**config.mk**
```make
export PLATFORM = sky130hd
export DESIGN_NAME = flow_arbiter_flat
export DESIGN_NICKNAME = d
export VERILOG_FILES = /design/src/rtl/flow_arbiter_pkg.sv /design/src/rtl/flow_arbiter_if.sv /design/src/rtl/flow_arbiter_rr_next_vc.sv /design/src/rtl/flow_arbiter.sv /design/src/flat_wrapper.sv
export SDC_FILE = /design/constraint.sdc
export NUM_CORES = 1
export LEC_CHECK = 0
export ABC_AREA = 0
export CAP_MARGIN = 10
export CORE_MARGIN = 3
export CORE_UTILIZATION = 43
export DETAILED_ROUTE_END_ITERATION = 16
export GPL_TIMING_DRIVEN = 1
export MAX_ROUTING_LAYER = met4
export PLACE_DENSITY = 0.8
export SKIP_CTS_REPAIR_TIMING = 1
export SYNTH_ARGS = -nofsm -noshare
export SYNTH_HDL_FRONTEND = slang
export SYNTH_SLANG_ARGS = --single-unit
```
**constraint.sdc**
```tcl
create_clock -name clk -period 5.86 [get_ports clk]
set_clock_uncertainty 0.2 [all_clocks]
set_input_delay 1.758 -clock clk [delete_from_list [all_inputs] [get_ports clk]]
set_output_delay 1.758 -clock clk [all_outputs]
set_load 0.005 [all_outputs]
```
**src/rtl/flow_arbiter_pkg.sv**
```systemverilog
// Shared constants and types for the VC flow arbiter.
package flow_pkg;
  localparam int NUM_VC       = 4;
  localparam int VC_W         = 2;
  localparam int DATA_W_DEF   = 6;
  localparam int WEIGHT_W_DEF = 4;

  typedef logic [VC_W-1:0] vc_id_t;

  // One-hot arbiter states
  typedef enum logic [2:0] {
    ARB_IDLE   = 3'b001,
    ARB_RUN    = 3'b010,
    ARB_FREEZE = 3'b100
  } arb_state_e;
endpackage

```
**src/rtl/flow_arbiter_if.sv**
```systemverilog
// Upstream VC FIFO read side plus downstream FIFO write side.
// master = arbiter, slave = FIFO side.
interface flow_arb_if #(parameter int DATA_W = 6);
  import flow_pkg::*;
  logic [NUM_VC-1:0]        vc_empty;
  logic [NUM_VC*DATA_W-1:0] vc_dout;
  logic [NUM_VC-1:0]        vc_pop;
  logic                     out_afull;
  logic                     out_push;
  logic [DATA_W+1:0]        out_data;

  modport master (input vc_empty, vc_dout, out_afull, output vc_pop, out_push, out_data);
  modport slave  (output vc_empty, vc_dout, out_afull, input vc_pop, out_push, out_data);
endinterface

```
**src/rtl/flow_arbiter_rr_next_vc.sv**
```systemverilog
// Rotating search: first eligible VC strictly after cur_vc, wrapping back
// to cur_vc itself as the last candidate.
module rr_next_vc
  import flow_pkg::*;
(
  input  vc_id_t            cur_vc,
  input  logic [NUM_VC-1:0] elig,
  output vc_id_t            nxt_vc,
  output logic              found
);
  vc_id_t cand;

  // Scan farthest-first so the nearest eligible VC wins the last write
  always_comb begin
    nxt_vc = cur_vc;
    found  = 1'b0;
    cand   = cur_vc;
    for (int k = NUM_VC; k >= 1; k--) begin
      cand = cur_vc + vc_id_t'(k);
      if (elig[cand]) begin
        nxt_vc = cand;
        found  = 1'b1;
      end
    end
  end
endmodule

```
**src/rtl/flow_arbiter.sv**
```systemverilog
// Weighted round-robin arbiter: 4 VC FIFOs -> one downstream FIFO.
// Words are tagged {vc_id, data}; pop-to-push latency is 2 enabled cycles.
// Optional: FLOW_ARB_GRANT_CNT_EN adds per-VC saturating grant counters.
module flow_arbiter
  import flow_pkg::*;
#(
  parameter int DATA_W   = DATA_W_DEF,
  parameter int WEIGHT_W = WEIGHT_W_DEF
) (
  input  logic                       clk,
  input  logic                       rst,
  input  logic                       enb,
  input  logic                       cfg_load,
  input  logic [NUM_VC*WEIGHT_W-1:0] cfg_weights,
  input  logic [NUM_VC-1:0]          pausa,
  input  logic [NUM_VC-1:0]          error_full,
  output logic                       frozen,
  flow_arb_if.master                 bus
`ifdef FLOW_ARB_GRANT_CNT_EN
  ,
  output logic [NUM_VC*16-1:0]       grant_cnt
`endif
);
  localparam logic [NUM_VC-1:0][WEIGHT_W-1:0] WEIGHT_RST = {NUM_VC{WEIGHT_W'(1)}};

  arb_state_e                      state_q, state_d;
  vc_id_t                          cur_vc_q, cur_vc_d, p1_vc_q, p1_vc_d;
  vc_id_t                          rr_base, rr_vc, pop_vc;
  logic                            rr_found, pop_vld, err_any;
  logic [WEIGHT_W-1:0]             credit_q, credit_d;
  logic [NUM_VC-1:0][WEIGHT_W-1:0] weight_q, weight_d, cfg_w;
  logic [NUM_VC-1:0][DATA_W-1:0]   dout_w;
  logic [NUM_VC-1:0]               elig, vc_pop_w;
  // [0]: popped last cycle (data on vc_dout now), [1]: captured, push pending
  logic [1:0]                      vld_pipe_q, vld_pipe_d;
  logic [DATA_W+1:0]               out_data_q, out_data_d;

  assign cfg_w   = cfg_weights;
  assign dout_w  = bus.vc_dout;
  assign err_any = |error_full;

  for (genvar i = 0; i < NUM_VC; i++) begin : g_elig
    assign elig[i] = !bus.vc_empty[i] && !pausa[i] && (weight_q[i] != '0) && !bus.out_afull;
  end

  // IDLE searches from cur_vc inclusive, so start the "after" search one back
  assign rr_base = (state_q == ARB_IDLE) ? cur_vc_q - 1'b1 : cur_vc_q;

  rr_next_vc u_rr (
    .cur_vc (rr_base),
    .elig   (elig),
    .nxt_vc (rr_vc),
    .found  (rr_found)
  );

  // State register: FSM, credit, weight table and capture pipeline
  always_ff @(posedge clk) begin
    if (!rst) begin
      state_q    <= ARB_IDLE;
      cur_vc_q   <= '0;
      credit_q   <= '0;
      weight_q   <= WEIGHT_RST;
      vld_pipe_q <= '0;
      p1_vc_q    <= '0;
      out_data_q <= '0;
    end else begin
      state_q    <= state_d;
      cur_vc_q   <= cur_vc_d;
      credit_q   <= credit_d;
      weight_q   <= weight_d;
      vld_pipe_q <= vld_pipe_d;
      p1_vc_q    <= p1_vc_d;
      out_data_q <= out_data_d;
    end
  end

  // Next state: error_full beats enb, enb beats config and arbitration.
  // A fresh grant pops immediately, so credit holds weight-1 remaining pops.
  always_comb begin
    state_d    = state_q;
    cur_vc_d   = cur_vc_q;
    credit_d   = credit_q;
    weight_d   = weight_q;
    vld_pipe_d = vld_pipe_q;
    p1_vc_d    = p1_vc_q;
    out_data_d = out_data_q;
    pop_vld    = 1'b0;
    pop_vc     = cur_vc_q;
    if (err_any) begin
      state_d = ARB_FREEZE;
    end else if (enb) begin
      case (state_q)
        ARB_IDLE: begin
          if (rr_found) begin
            state_d  = ARB_RUN;
            pop_vld  = 1'b1;
            pop_vc   = rr_vc;
            cur_vc_d = rr_vc;
            credit_d = weight_q[rr_vc] - 1'b1;
          end
        end
        ARB_RUN: begin
          if (elig[cur_vc_q] && credit_q != '0) begin
            pop_vld  = 1'b1;
            credit_d = credit_q - 1'b1;
          end else if (rr_found) begin
            pop_vld  = 1'b1;
            pop_vc   = rr_vc;
            cur_vc_d = rr_vc;
            credit_d = weight_q[rr_vc] - 1'b1;
          end else begin
            state_d = ARB_IDLE;
          end
        end
        ARB_FREEZE: state_d = ARB_FREEZE;
        default:    state_d = ARB_IDLE;
      endcase
      if (cfg_load) weight_d = cfg_w;
    end
    // Pipeline only moves while enabled; a stalled word waits, it is not lost
    if (enb) begin
      vld_pipe_d = {vld_pipe_q[0], pop_vld};
      p1_vc_d    = pop_vc;
      if (vld_pipe_q[0]) out_data_d = {p1_vc_q, dout_w[p1_vc_q]};
    end
  end

  // Outputs: pop strobe from current decision, push held back while disabled
  always_comb begin
    vc_pop_w = '0;
    if (rst && pop_vld) vc_pop_w[pop_vc] = 1'b1;
    frozen       = (state_q == ARB_FREEZE);
    bus.out_push = vld_pipe_q[1] && enb;
    bus.out_data = out_data_q;
  end

  assign bus.vc_pop = vc_pop_w;

`ifdef FLOW_ARB_GRANT_CNT_EN
  logic [NUM_VC-1:0][15:0] gcnt_q, gcnt_d;

  // Per-VC saturating grant counters
  always_comb begin
    gcnt_d = gcnt_q;
    for (int i = 0; i < NUM_VC; i++)
      if (vc_pop_w[i] && gcnt_q[i] != 16'hFFFF) gcnt_d[i] = gcnt_q[i] + 16'd1;
  end

  // Counter register
  always_ff @(posedge clk) begin
    if (!rst) gcnt_q <= '0;
    else      gcnt_q <= gcnt_d;
  end

  assign grant_cnt = gcnt_q;
`endif
endmodule

```
**src/flat_wrapper.sv**
```systemverilog
// flat-port wrapper written by rule: the top's interface ports become plain ports
module flow_arbiter_flat import flow_pkg::*;
#(
  parameter int DATA_W   = DATA_W_DEF,
  parameter int WEIGHT_W = WEIGHT_W_DEF
)
  (clk, rst, enb, cfg_load, cfg_weights, pausa, error_full, frozen, bus_vc_empty, bus_vc_dout, bus_out_afull, bus_vc_pop, bus_out_push, bus_out_data);
  flow_arb_if #(.DATA_W(DATA_W)) bus_i ();
  input  logic clk;
  input  logic rst;
  input  logic enb;
  input  logic cfg_load;
  input  logic [NUM_VC*WEIGHT_W-1:0] cfg_weights;
  input  logic [NUM_VC-1:0] pausa;
  input  logic [NUM_VC-1:0] error_full;
  output logic frozen;
  input wire logic [$bits(bus_i.vc_empty)-1:0] bus_vc_empty;
  input wire logic [$bits(bus_i.vc_dout)-1:0] bus_vc_dout;
  input wire logic [$bits(bus_i.out_afull)-1:0] bus_out_afull;
  output wire logic [$bits(bus_i.vc_pop)-1:0] bus_vc_pop;
  output wire logic [$bits(bus_i.out_push)-1:0] bus_out_push;
  output wire logic [$bits(bus_i.out_data)-1:0] bus_out_data;
  assign bus_i.vc_empty = bus_vc_empty;
  assign bus_i.vc_dout = bus_vc_dout;
  assign bus_i.out_afull = bus_out_afull;
  assign bus_vc_pop = bus_i.vc_pop;
  assign bus_out_push = bus_i.out_push;
  assign bus_out_data = bus_i.out_data;
  flow_arbiter #(.DATA_W(DATA_W), .WEIGHT_W(WEIGHT_W)) u_core (.clk(clk), .rst(rst), .enb(enb), .cfg_load(cfg_load), .cfg_weights(cfg_weights), .pausa(pausa), .error_full(error_full), .frozen(frozen), .bus(bus_i));
endmodule
```
==> Slide: Implementation Results <==
Implementation Results

Status
  • Outcome: complete, but fails checks
  • Violated checks: setup timing

Clock network
  • CTS clock-pin slew for the worst setup and hold paths: approximately 0.07 ns
  • Worst-Skew Late Latency: between 0.2 and 0.3 ns
  • Longest Clk Path Bufs: 2
  • Clock Sink Count: 37
  • Root buf cell: sky130_fd_sc_hd__clkbuf_8
  • CTS tree: done
  • Clock buffer count from CTS: 5
  • CTS HTree Levels: 2

STA
  • Final Max Tran Viols: 0
  • Worst setup slack after layout: -0.217 ns
  • Time the worst path needs with I/O delays and setup: a little over 6 ns
  • Count of endpoints failing setup in the final report: 4
  • Peak clock frequency supported by timing: about 160 MHz
  • RSZ-0062 raised after global routing: true
  • Final worst-path cycle share: 104%
  • Worst max-slew margin expressed relative to the limit: 58.9%
  • Count of endpoints failing hold in the final timing report: 0
  • Final total negative setup slack: -0.795 ns
  • Slew at the pin with the worst max-slew slack: 0.611 ns

Hold path
  • Class of the tightest hold or removal check: flip-flop to flip-flop
  • Destination of the worst hold path: u_core.bus.out_data[0]
  • Hold path startpoint: u_core.bus.out_data[0]
  • Hold Path Stages: 2

Floorplanning
  • Total number of placement rows: 26
  • Die boundary width: 80 um
  • Vertical die dimension: about 80 um
  • I/O pin count: ~71
  • Area of the core: approximately 0.0052 sq mm
  • Initial core utilization: between 40% and 50%
  • Die Footprint: 0.00640 sq mm

Pwr
  • Peak supply drop: approximately 150 uV
  • LEAKAGE: ~1.3 nW
  • Total Power: 603 uW
  • Pwr per Cell Area: roughly 170 mW/mm^2

Synthesis
  • Post-synth design cell area: 0.00235 sq mm
  • Synth warnings: 0
  • Yosys reg bits: 37
  • Instance tally after logic synthesis: between 200 and 300
  • Yosys chip area: about 0.0024 sq mm
  • Area share of the largest cell type after synthesis: 31.5%
  • Ys flop type: sky130_fd_sc_hd__dfxtp_1
  • Synthesized area per cell: between 8 and 9 sq um
  • Distinct cell type count after synthesis: about 58
  • Cell type with the largest total area: sky130_fd_sc_hd__dfxtp_1
  • Count of library flops with an enable pin: 0
  • Yosys top cell by instances: sky130_fd_sc_hd__nand2_1
  • Most frequent cells after synthesis: 59 x sky130_fd_sc_hd__nand2_1, 37 x sky130_fd_sc_hd__dfxtp_1, 27 x sky130_fd_sc_hd__a21oi_1, 19 x sky130_fd_sc_hd__nand3_1
  • Seq/Total Area, Yosys: between 30% and 40%
  • Number of cells in the yosys synthesis report: slightly below 300
  • Net count after synthesis: approximately 350
  • Asr flop ratio synth: 0%

Finish
  • Layout cell share with drive strength beyond 1: between 20% and 30%
  • Layout-stage area growth over the synthesis result: 52.0%
  • Number of nets in the final layout: 448
  • Antenna Cells: 0

Setup path
  • Critical-path maximum fanout: 5
  • Slack of the worst reg-to-reg path: 2.04 ns
  • Number of cells on the worst reg-to-reg path: 13
  • End point of the critical path: bus_vc_pop[1]
  • Setup crit end kind: output pin
  • Worst setup path class: input pin to output pin
  • FF-to-FF Start: u_core.state_q[0]
  • CP Launch Type: input pin
  • Reg-to-Reg End: u_core.credit_q[1]
  • Critical path required time: about 3.9 ns
  • First element of the critical path: bus_vc_empty[3]

Routing
  • Iteration-0 DRC Markers: around 180
  • Wire length per cell: around 16 um
  • Metal-1 WL: between 2000 and 3000 um
  • Met2 wire length: ~3700 um
  • Met3 wirelength from detailed routing: 447 um
  • Count of unresolved DRC violations after routing: 0
  • Post-route ant nets: 0
  • Length of the first detailed-routing pass in iterations: 4
  • Highest metal used: met4
  • Via/cell ratio: roughly 5.7

Run
  • Number of logged tool warnings: 27
  • Max-capacitance violation count: 0

Global route
  • Global-route met1 utilization: between 20% and 30%
  • Met2 Resource Use GR: between 30 and 40%
  • Pin count of the biggest net entering global routing: 26
  • First-pass GRT wire length: approximately 12000 um
  • Via count of the first global-routing pass: around 2600
  • Total global routing track utilization: ~24%
  • Highest-utilization routing layer at the global route stage: met2
  • Initial antenna violation count: 0
  • Total congestion overflow after global routing: 0

Placement
  • Buffers added on ports: 70
  • Placed wire-length estimate: ~5300 um
  • Routability Congestion: ~0.9
metrics by stage:
| step | cell area (sq um) | setup slack [ns] | hold WS [ns] | utilization, % | std cells |
|---|---|---|---|---|---|
| global placement | 3350 | -0.932 | 0.242 | 64.4 | 447 |
| global route | 3580 | -0.367 | 0.284 | 68.8 | 460 |
| CTS | 3470 | -0.981 | 0.261 | 66.7 | 455 |
| finish | 3580 | -0.217 | 0.260 | 68.8 | 460 |
| detailed placement | 3350 | -0.978 | 0.250 | 64.4 | 447 |
| floorplan | 2390 | 0.00141 | 0.241 | - | 292 |
flip-flops by register name (all words and copies together) (netlist names):
name                 cells
u_core.credit_q          4
u_core.bus.out_data      8
u_core.cur_vc_q          2
u_core.vld_pipe_q        2
u_core.state_q           3
u_core.weight_q         16
u_core.p1_vc_q           2
cell usage in the layout (no fill, tap or decap), drive strengths merged, types with 2 or more instances in the layout:
| master | n |
|---|---|
| inv | 11 |
| nand4 | 2 |
| a21o | 2 |
| a2bb2oi | 2 |
| mux2i | 3 |
| ha | 2 |
| o211ai | 2 |
| o31ai | 2 |
| nor3 | 10 |
| a21boi | 3 |
| dlymetal6s2s | 5 |
| nor2 | 14 |
| and4 | 4 |
| clkbuf | 9 |
| a211o | 2 |
| mux2 | 2 |
| or2 | 2 |
| buf | 41 |
| nor4 | 5 |
| mux4 | 10 |
| and2 | 4 |
| a211oi | 6 |
| nand2 | 59 |
| and3 | 3 |
| clkdlybuf4s50 | 58 |
| o21ai | 11 |
| dfxtp | 37 |
| xnor2 | 2 |
| or4 | 4 |
| nor3b | 4 |
| nand2b | 4 |
| a21oi | 27 |
| nand3 | 19 |
report_power, final:
| part | leakage [nW] | switching (mW) | internal [mW] |
|---|---|---|---|
| combinational | 0.985 | 0.0480 | 0.0691 |
| clock | 0.0574 | 0.0899 | 0.138 |
| sequential | 0.299 | 0.00389 | 0.254 |
| total | 1.34 | 0.142 | 0.461 |
final cells by class:
class | count | area, sq um
Multi-Input combinational cell | 226 | 1620
Timing Repair Buffer | 107 | 963
Tap cell | 70 | 87.6
Clock buffer | 6 | 82.6
Inverter | 12 | 45.0
Fill cell | 432 | 1630
Clock inverter | 2 | 37.5
Sequential cell | 37 | 741
worst max-delay path, cell delays in order:
cell,delay [ns]
sky130_fd_sc_hd__clkdlybuf4s50_1,0.47
sky130_fd_sc_hd__nor3_2,0.05
sky130_fd_sc_hd__buf_4,0.14
sky130_fd_sc_hd__and4_1,0.22
sky130_fd_sc_hd__o31ai_4,0.24
sky130_fd_sc_hd__o211ai_2,0.21
sky130_fd_sc_hd__a2111oi_4,0.37
sky130_fd_sc_hd__nor2_2,0.10
sky130_fd_sc_hd__o21ai_2,0.21
sky130_fd_sc_hd__nor3b_2,0.21
sky130_fd_sc_hd__buf_2,0.14
kinds of logic after synthesis:
family | Yosys count | share of synthesized area (%)
and+or+nand+nor | 136 | 29.0
AOI/OAI and AO/OA | 70 | 20.7
DFF | 37 | 31.5
muxes | 15 | 11.8
buffers and inverters | 29 | 4.78
xor gates and xnor gates | 2 | 0.744
adders and majority gates | 3 | 1.54
M3 wires:
Drawn at 6 px/um.
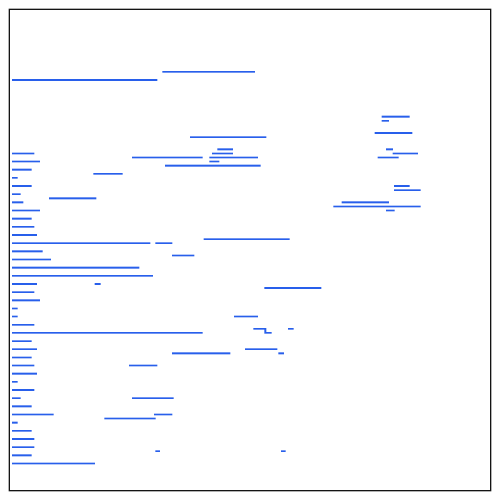
share of all routed wire: 6.2%
longest straight run: 31.5 um
met3 capacity usage during global routing: 5.30%
via count: 2627
final wirelength: 7210 um

Drive-strength map:
Drawn at 4 px/um.
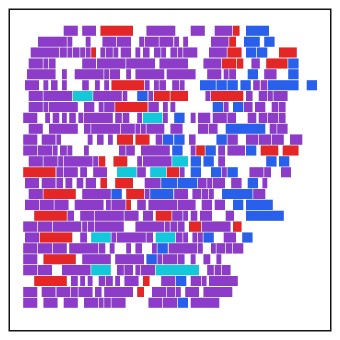
| size | color | cells | share |
|---|---|---|---|
| drive 6 and up | cyan | 9 | 2.3% |
| drive 2 | red | 37 | 9.5% |
| drive 1 or less | purple | 297 | 76% |
| drive 3 to 4 | blue | 47 | 12% |
number of buffers other than clock buffers in the final layout: 107
Design Area, Final: 0.00358 sq mm

Logic cells by family:
Drawn at 4 px/um.
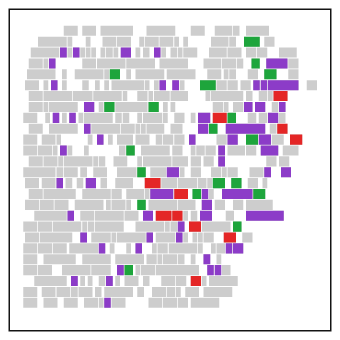
| family | color | cells |
|---|---|---|
| AND and OR gates | green | 19 |
| AND-OR and OR-AND gates | red | 11 |
| inverting AOI/OAI gates | purple | 59 |
commonest non-fill, non-tap cell in the layout: sky130_fd_sc_hd__nand2_1
multi-input combinational area share: 45.3%
fin cells: 460

Power is estimated from default activity; no workload was simulated.
